[config.mk]
export PLATFORM = sky130hd
export DESIGN_NAME = reg_file_cmd_ctrl
export DESIGN_NICKNAME = d
export VERILOG_FILES = /design/src/rtl/reg_file_cmd_pkg.sv /design/src/rtl/reg_file_cmd_ctrl.sv
export SDC_FILE = /design/constraint.sdc
export NUM_CORES = 1
export LEC_CHECK = 0
export CAP_MARGIN = 0
export CELL_PAD_IN_SITES_DETAIL_PLACEMENT = 1
export CELL_PAD_IN_SITES_GLOBAL_PLACEMENT = 2
export CORE_MARGIN = 2
export CORE_UTILIZATION = 35
export CTS_CLUSTER_DIAMETER = 80
export CTS_CLUSTER_SIZE = 10
export DETAILED_ROUTE_END_ITERATION = 12
export GPL_TIMING_DRIVEN = 0
export PLACE_DENSITY_LB_ADDON = 0.1
export SYNTH_ARGS = -nofsm -noshare
export SYNTH_HDL_FRONTEND = slang
export SYNTH_SLANG_ARGS = --single-unit
export TNS_END_PERCENT = 10
[constraint.sdc]
create_clock -name CLK -period 3.63 [get_ports CLK]
set_clock_uncertainty 0.2 [all_clocks]
set_input_delay 0.5445 -clock CLK [delete_from_list [all_inputs] [get_ports CLK]]
set_output_delay 0.5445 -clock CLK [all_outputs]
set_load 0.005 [all_outputs]
[src/rtl/reg_file_cmd_pkg.sv]
// Shared constants and state encoding for the register-file command controller.
package reg_file_cmd_pkg;

  localparam int unsigned BYTE_WIDTH     = 8;
  localparam int unsigned DEF_ADDR_WIDTH = 3;
  localparam int unsigned DEF_REG_WIDTH  = 16;

  localparam logic [1:0] OP_WR = 2'b10;
  localparam logic [1:0] OP_RD = 2'b00;

  typedef enum logic [2:0] {
    IDLE    = 3'd0,
    WR_MSB  = 3'd1,
    WR_LSB  = 3'd2,
    WR_EXEC = 3'd3,
    RD_REQ  = 3'd4,
    RD_WAIT = 3'd5,
    TX_MSB  = 3'd6,
    TX_LSB  = 3'd7
  } cmdState_t;

endpackage

[src/rtl/reg_file_cmd_ctrl.sv]
// Byte-stream command parser driving a register file: 3-byte writes, 1-byte reads
// answered with a 2-byte response. Every output comes straight from a flop.
module reg_file_cmd_ctrl
  import reg_file_cmd_pkg::*;
#(
  parameter int unsigned ADDR_WIDTH = DEF_ADDR_WIDTH,
  parameter int unsigned reg_WIDTH  = DEF_REG_WIDTH
) (
  input  logic                  CLK,
  input  logic                  RST,
  input  logic [BYTE_WIDTH-1:0] in_data,
  input  logic                  in_valid,
  output logic                  in_ready,
  output logic [BYTE_WIDTH-1:0] out_data,
  output logic                  out_valid,
  input  logic                  out_ready,
  output logic                  RF_WrEn,
  output logic                  RF_RdEn,
  output logic [ADDR_WIDTH-1:0] RF_Address,
  output logic [reg_WIDTH-1:0]  RF_WrData,
  input  logic [reg_WIDTH-1:0]  RF_RdData,
  output logic                  busy,
  output logic                  cmd_err
);

  cmdState_t state, nextState;

  logic                  inFire;
  logic [BYTE_WIDTH-1:0] msbByte, msbByteNext;
  logic [reg_WIDTH-1:0]  shadow, shadowNext;
  logic [ADDR_WIDTH-1:0] addrNext;
  logic [reg_WIDTH-1:0]  wrDataNext;
  logic [BYTE_WIDTH-1:0] outDataNext;
  logic                  outValidNext;
  logic                  inReadyNext;
  logic                  wrEnNext;
  logic                  rdEnNext;
  logic                  busyNext;
  logic                  cmdErrNext;

  // State register
  always_ff @(posedge CLK or negedge RST) begin
    if (!RST) state <= IDLE;
    else      state <= nextState;
  end

  // Next-state decode plus next values for every registered output
  always_comb begin
    nextState    = state;
    inFire       = in_valid && in_ready;
    msbByteNext  = msbByte;
    shadowNext   = shadow;
    addrNext     = RF_Address;
    wrDataNext   = RF_WrData;
    outDataNext  = out_data;
    outValidNext = out_valid;
    cmdErrNext   = 1'b0;

    unique case (state)
      IDLE: begin
        if (inFire) begin
          case (in_data[7:6])
            OP_WR: begin
              nextState = WR_MSB;
              addrNext  = in_data[ADDR_WIDTH-1:0];
            end
            OP_RD: begin
              nextState = RD_REQ;
              addrNext  = in_data[ADDR_WIDTH-1:0];
            end
            default: cmdErrNext = 1'b1;
          endcase
        end
      end
      WR_MSB: begin
        if (inFire) begin
          msbByteNext = in_data;
          nextState   = WR_LSB;
        end
      end
      WR_LSB: begin
        if (inFire) begin
          wrDataNext = reg_WIDTH'({msbByte, in_data});
          nextState  = WR_EXEC;
        end
      end
      WR_EXEC: nextState = IDLE;
      RD_REQ:  nextState = RD_WAIT;
      RD_WAIT: begin
        shadowNext = RF_RdData;
        nextState  = TX_MSB;
      end
      TX_MSB: begin
        // First TX_MSB cycle raises out_valid; out_ready is ignored until then
        if (!out_valid) begin
          outValidNext = 1'b1;
          outDataNext  = shadow[15:8];
        end else if (out_ready) begin
          outDataNext = shadow[7:0];
          nextState   = TX_LSB;
        end
      end
      TX_LSB: begin
        if (out_ready) begin
          outValidNext = 1'b0;
          nextState    = IDLE;
        end
      end
      default: nextState = IDLE;
    endcase

    wrEnNext    = (nextState == WR_EXEC);
    rdEnNext    = (nextState == RD_REQ);
    inReadyNext = (nextState == IDLE) || (nextState == WR_MSB) || (nextState == WR_LSB);
    busyNext    = (nextState != IDLE);
  end

  // Output and datapath registers
  always_ff @(posedge CLK or negedge RST) begin
    if (!RST) begin
      in_ready   <= 1'b0;
      out_valid  <= 1'b0;
      out_data   <= '0;
      RF_WrEn    <= 1'b0;
      RF_RdEn    <= 1'b0;
      RF_Address <= '0;
      RF_WrData  <= '0;
      busy       <= 1'b0;
      cmd_err    <= 1'b0;
      shadow     <= '0;
      msbByte    <= '0;
    end else begin
      in_ready   <= inReadyNext;
      out_valid  <= outValidNext;
      out_data   <= outDataNext;
      RF_WrEn    <= wrEnNext;
      RF_RdEn    <= rdEnNext;
      RF_Address <= addrNext;
      RF_WrData  <= wrDataNext;
      busy       <= busyNext;
      cmd_err    <= cmdErrNext;
      shadow     <= shadowNext;
      msbByte    <= msbByteNext;
    end
  end

endmodule

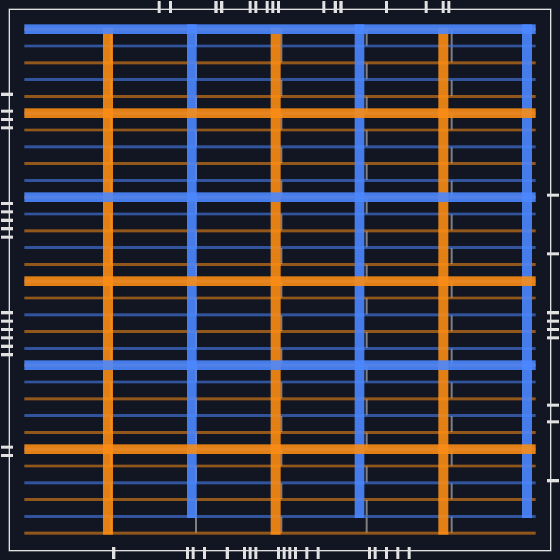
*Floorplan with the power grid*
Pins as bars on the die edge. Tap cells in gray.
| net | color |
|---|---|
| VDD | blue |
| VSS | orange |
met5 straps: 6
rows: 30
die x size: 87.4 um
core area: 6760 sq um
Peak VDD IR: 0.325 mV

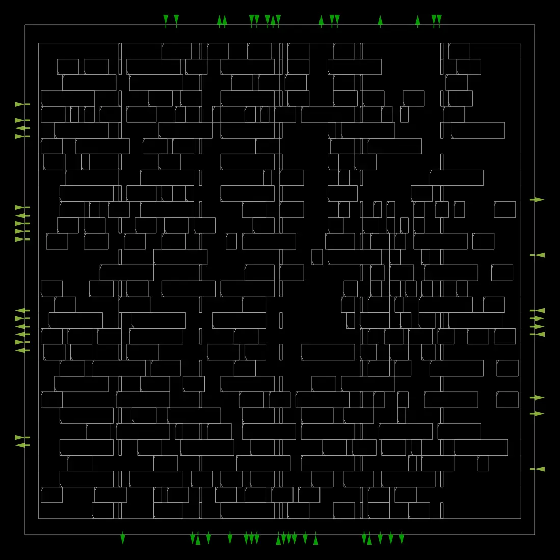
*Cell outlines without signal wires*
Final Non-Filler Cells: 329
flip-flop and latch count: 60
Tap Count: 80
final core utilization: 49.4%
flop share of the area: 44.9%

==> flow_summary.yaml <==
# physical design summary
run_status:
  outcome: "complete, no violations"
pwr:
  p_leak_nw: 1.47
  p_per_area_nw_per_um2: 831
  fin_total_pwr_mw: 2.78
clock_network:
  clkSinkCount: 60
  cts_buffers: 9
  clk_pin_slew_worst_paths_ns: 0.07
  clock_latency_ns: 0.34
  clockBufferDepth: 2
  cts_setup_buffers: 0
  htree_levels: 3
  ctsResizeCount: 0
  cts_root_buf: "clkbuf_8"
  cts_tree: "yes"
  ctsHoldBuffers: 0
synthesis:
  syn_avg_cell_area_sq_um: 14.2
  ys_types: 31
  synthMuxAreaShare_pct: 24.2
  synthTopCellsByCount: "dfrtp_1, mux2_2, a21oi_1"
  yosysTopAreaCell: "dfrtp_1"
  adder_share_pct: 0
  synth_flops: 60
  ys_cells: 172
  top_area_share_pct: 61.6
  synthFlopType: "dfrtp_1"
  async_flop_share_pct: 100
  syn-cell-area_sq_um: 2440
  synth_warnings: 0
  synthesis.instances: 172
  postSynthSeqShare_pct: 61.6
  synth-edff-count: 0
  ys_chip_area_sq_um: 2440
  ys_sh_simple_pct: 6.78
  synth.most_common_cell: "dfrtp_1"
  topCellsByArea: "dfrtp_1, mux2_2, mux2_1, mux2_4, mux2i_1"
  xor_share_pct: 0
  fp_nets: 200
  aoi_share_pct: 4.62
  ys_top_logic_family: "multiplexers"
sta:
  final_max_slew_viol_count: 0
  hold_viol: 0
  period_used_pct: 60.6
  setup_slack_ns: 1.43
  hold_slack_ns: 0.0137
  period_minus_slack_ns: 2.20
  setup_violations: 0
  rsz0062_at_grt: "no"
  worstMarginPinSlew_ns: 0.793
  setup_tns_ns: 0
  relSlewSlack_pct: 46.8
  timing.fmax_ghz: 0.455
layout:
  syn_to_final_growth_pct: 37.1
  num_antenna_cells: 0
  drive_gt1_share_pct: 25.3
  lay_top_count: "dfrtp_1"
  final_cell_mix: "dfrtp_1, clkdlybuf4s50_1, mux2_2"
  layout.nets: 272
  final_area_sq_um: 3340
setup_path:
  r2r_slack_ns: 1.66
  r2r-start: "state[0]"
  worstSetupPathType: "input pin to register"
  max_stage_delay_ns: 0.65
  path_max_fanout: 8
  cp-startpoint: "in_valid"
  crit_end: "msbByte[7]"
  critPathRequiredTime_ns: 3.65
  critPathCaptureType: "register"
  cp.depth: 4
  ff2ff_path_depth: 4
  r2r_end: "msbByte[7]"
  cp_slowest_cell: "nor3_2"
  startpoint_type: "input pin"
  cp_cell_sequence: "clkdlybuf4s50_1, nand2_1, nor3_2, mux2_2"
  cp_top_family: "simple AND/OR/NAND/NOR gates"
  critPathBufInv: 1
  critical_path_arrival_ns: 2.22
route:
  wl_met3_um: 242
  drt_iter0_drc: 23
  remaining_drc_errors: 0
  drt-met1-wl_mm: 2.49
  wl_met2_mm: 2.77
  routed_via_density: 4.96
  wl_per_cell_um: 17.0
  routed_wl_mm: 5.60
  antenna_left: 0
  drt_first_pass_iters: 4
  highest_layer: "met4"
  vias: 1632
placement:
  dp_slack_ns: 1.07
  dpl-instance-area_sq_um: 3150
  numPlacedInstances: 313
  place.gp.congestion: 0.837
  hpwl_mm: 3.97
  port_buffers: 60
global_route:
  grt_use_met1_pct: 20.8
  grt_pass1_vias: 1834
  grt_pass1_wl_mm: 9.20
  busiest_layer: "met2"
  met2_usage_pct: 25.4
  grt_max_degree: 36
  antenna_found_initial: 0
  overflow: 0
  grt_usage_pct: 16.4
  grtUsageMet3_pct: 5.50
floorplan:
  dieArea_sq_um: 7640
  ios: 61
  rows: 30
  fp_util_pct: 36.1
run:
  max_cap_violations: 0
  warnings: 26
min_path:
  hold_path_class: "input pin to async pin"
-- registers in the layout, summed over array words and instances (netlist names) --
signal and flops:
RF_WrData 16, shadow 16, msbByte 8, out_data 8
RF_Address 3, state 3, RF_RdEn 1, RF_WrEn 1
busy 1, cmd_err 1, in_ready 1, out_valid 1
-- area by class of cell --
type | instances | area, sq um
fill | 721 | 3420
sequential | 60 | 1500
multi-input combinational | 101 | 868
timing repair buffer | 61 | 616
clock buffer | 13 | 169
tap | 80 | 100
buffer | 8 | 55.1
clock inverter | 3 | 20.0
inverter | 3 | 11.3
-- where the power goes --
| part | switching, mW | internal, mW | total [mW] |
|---|---|---|---|
| combinational | 0.396 | 0.656 | 1.05 |
| sequential | 0.171 | 0.983 | 1.15 |
| clock | 0.267 | 0.303 | 0.569 |
Power and IR drop assume default switching activity.
